**src/rtl/fifo_rd_drain.sv**
```systemverilog
// fifo_rd_drain: read-side drain stage for async_fifo (rd_clk domain).
// Issues fifo_rd_en, absorbs the FIFO's 1-cycle read latency with an
// in-flight flag, and presents the words as a valid/ready stream from a
// 2-entry skid buffer. Also counts delivered words and latches underflow.
//
// Stream handshake: a word transfers on every rising edge where
// out_valid && out_ready. Once out_valid is high, it and out_data hold
// steady until that transfer happens. out_valid never depends
// combinationally on out_ready.
module fifo_rd_drain #(
  parameter int DATA_WIDTH = 8,
  parameter int CNT_WIDTH  = 16
) (
  input  logic                  rd_clk,
  input  logic                  rstn,
  input  logic                  fifo_empty,
  input  logic [DATA_WIDTH-1:0] fifo_rd_data,
  input  logic                  fifo_underflow,
  output logic                  fifo_rd_en,
  output logic                  out_valid,
  output logic [DATA_WIDTH-1:0] out_data,
  input  logic                  out_ready,
  input  logic                  clr,
  output logic [CNT_WIDTH-1:0]  rd_count,
  output logic                  underflow_sticky,
  output logic [1:0]            dbg_state,
  output logic                  dbg_in_flight
);

  // Buffer occupancy doubles as the FSM state.
  typedef enum logic [1:0] {
    EMPTY = 2'd0,
    ONE   = 2'd1,
    TWO   = 2'd2
  } state_t;

  state_t                state_q, state_d;
  logic                  in_flight_q;
  logic [DATA_WIDTH-1:0] buf0_q, buf0_d;   // head (oldest word)
  logic [DATA_WIDTH-1:0] buf1_q, buf1_d;   // second entry
  logic [CNT_WIDTH-1:0]  rd_count_q;
  logic                  underflow_q;
  logic                  pop;
  logic [2:0]            level;

  assign out_valid        = (state_q != EMPTY);
  assign out_data         = buf0_q;
  assign pop              = out_valid & out_ready;
  assign rd_count         = rd_count_q;
  assign underflow_sticky = underflow_q;
  assign dbg_state        = state_q;
  assign dbg_in_flight    = in_flight_q;

  // Words already owned by this stage (buffered plus arriving this cycle).
  assign level = {1'b0, state_q} + {2'b00, in_flight_q};

  // Read only if, after this cycle's pop, there is room for one more word.
  // Written as level < 2 + pop so the comparison never goes negative.
  assign fifo_rd_en = rstn & ~fifo_empty & (level < (3'd2 + {2'b00, pop}));

  // Next occupancy and buffer contents from capture (in_flight) and pop.
  always_comb begin
    state_d = state_q;
    buf0_d  = buf0_q;
    buf1_d  = buf1_q;
    case (state_q)
      EMPTY: begin
        if (in_flight_q) begin
          buf0_d  = fifo_rd_data;
          state_d = ONE;
        end
      end
      ONE: begin
        case ({in_flight_q, pop})
          2'b10: begin
            buf1_d  = fifo_rd_data;
            state_d = TWO;
          end
          2'b11:   buf0_d  = fifo_rd_data;
          2'b01:   state_d = EMPTY;
          default: state_d = ONE;
        endcase
      end
      TWO: begin
        // Capture without pop is excluded by the issue rule.
        if (pop) begin
          buf0_d = buf1_q;
          if (in_flight_q) buf1_d  = fifo_rd_data;
          else             state_d = ONE;
        end
      end
      default: state_d = EMPTY;
    endcase
  end

  // State, in-flight flag and buffer registers; reset drops any in-flight word.
  always_ff @(posedge rd_clk) begin
    if (!rstn) begin
      state_q     <= EMPTY;
      in_flight_q <= 1'b0;
      buf0_q      <= '0;
      buf1_q      <= '0;
    end else begin
      state_q     <= state_d;
      in_flight_q <= fifo_rd_en;
      buf0_q      <= buf0_d;
      buf1_q      <= buf1_d;
    end
  end

  // Delivered-word counter; clr beats a same-cycle pop, wraps naturally.
  always_ff @(posedge rd_clk) begin
    if (!rstn)     rd_count_q <= '0;
    else if (clr)  rd_count_q <= '0;
    else if (pop)  rd_count_q <= rd_count_q + 1'b1;
  end

  // Underflow latch; a new underflow beats a same-cycle clr.
  always_ff @(posedge rd_clk) begin
    if (!rstn)               underflow_q <= 1'b0;
    else if (fifo_underflow) underflow_q <= 1'b1;
    else if (clr)            underflow_q <= 1'b0;
  end

endmodule

```
**config.mk**
```make
export PLATFORM = sky130hd
export DESIGN_NAME = fifo_rd_drain
export DESIGN_NICKNAME = d
export VERILOG_FILES = /design/src/rtl/fifo_rd_drain.sv
export SDC_FILE = /design/constraint.sdc
export NUM_CORES = 1
export LEC_CHECK = 0
export CORE_ASPECT_RATIO = 1.75
export CORE_MARGIN = 10
export CORE_UTILIZATION = 43
export DETAILED_ROUTE_END_ITERATION = 7
export PLACE_DENSITY = 0.78
export RECOVER_POWER = 100
export SETUP_SLACK_MARGIN = 0.5
export SLEW_MARGIN = 10
export SYNTH_ARGS = -nofsm -noshare
export SYNTH_HDL_FRONTEND = slang
export SYNTH_SLANG_ARGS = --single-unit
export TNS_END_PERCENT = 30
```
**constraint.sdc**
```tcl
create_clock -name rd_clk -period 1.85 [get_ports rd_clk]
set_input_delay 0.37 -clock rd_clk [delete_from_list [all_inputs] [get_ports rd_clk]]
set_output_delay 0.37 -clock rd_clk [all_outputs]
set_load 0.05 [all_outputs]
```
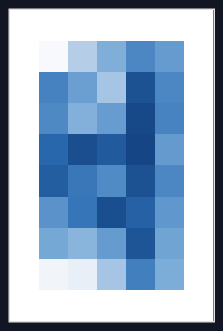
(cell density map)
Scale: 3 px per micron. The die is cut into 7 by 10 equal tiles; white is low, dark blue is high, 0 to 100% covered.
- densest ninth of the die: middle
- fullest tile: 91%
- mean over tiles: 35%
- nearly empty tiles: 43%
- emptiest ninth of the die: bottom left
- tiles over 75% full: 16%

==> results.txt <==
status: finished, final reports clean
CTS tree: done
share of cells above drive strength 1: 0.248
DRT iter0 DRCs: 61
flops out of synthesis: 36
Hold Path Depth: 2
leakage power: 1.06 nW
most common library cells after synthesis: dfxtp_1 (36), mux2i_1 (19), nand2_1 (19), nor2_1 (18), nor2b_1 (12)
clock network fraction of design power: 0.307
reg2reg setup slack: 70 ps
clk tree area frac: 0.0312
Hold Crit Class: flip-flop to flip-flop
FFs w/ async S/R, synth: 0
largest net degree at the start of global routing: 20
non-filler cells, final: 302
max FFs per register: 16
Mux area share: 0.110
max cap viols: 0
Vias: 1604
site row count: 30
reg-to-reg startpoint: dbg_state[0]
Setup TNS Final: 0 ps
Final period util: 0.984
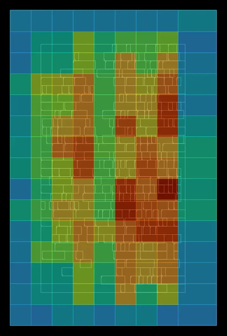
(routing congestion map)
total track usage: 0.134
met2 global-route usage: 0.242
gr busiest metal: met2
final core occ: 0.642

Power is estimated from default activity; no workload was simulated.
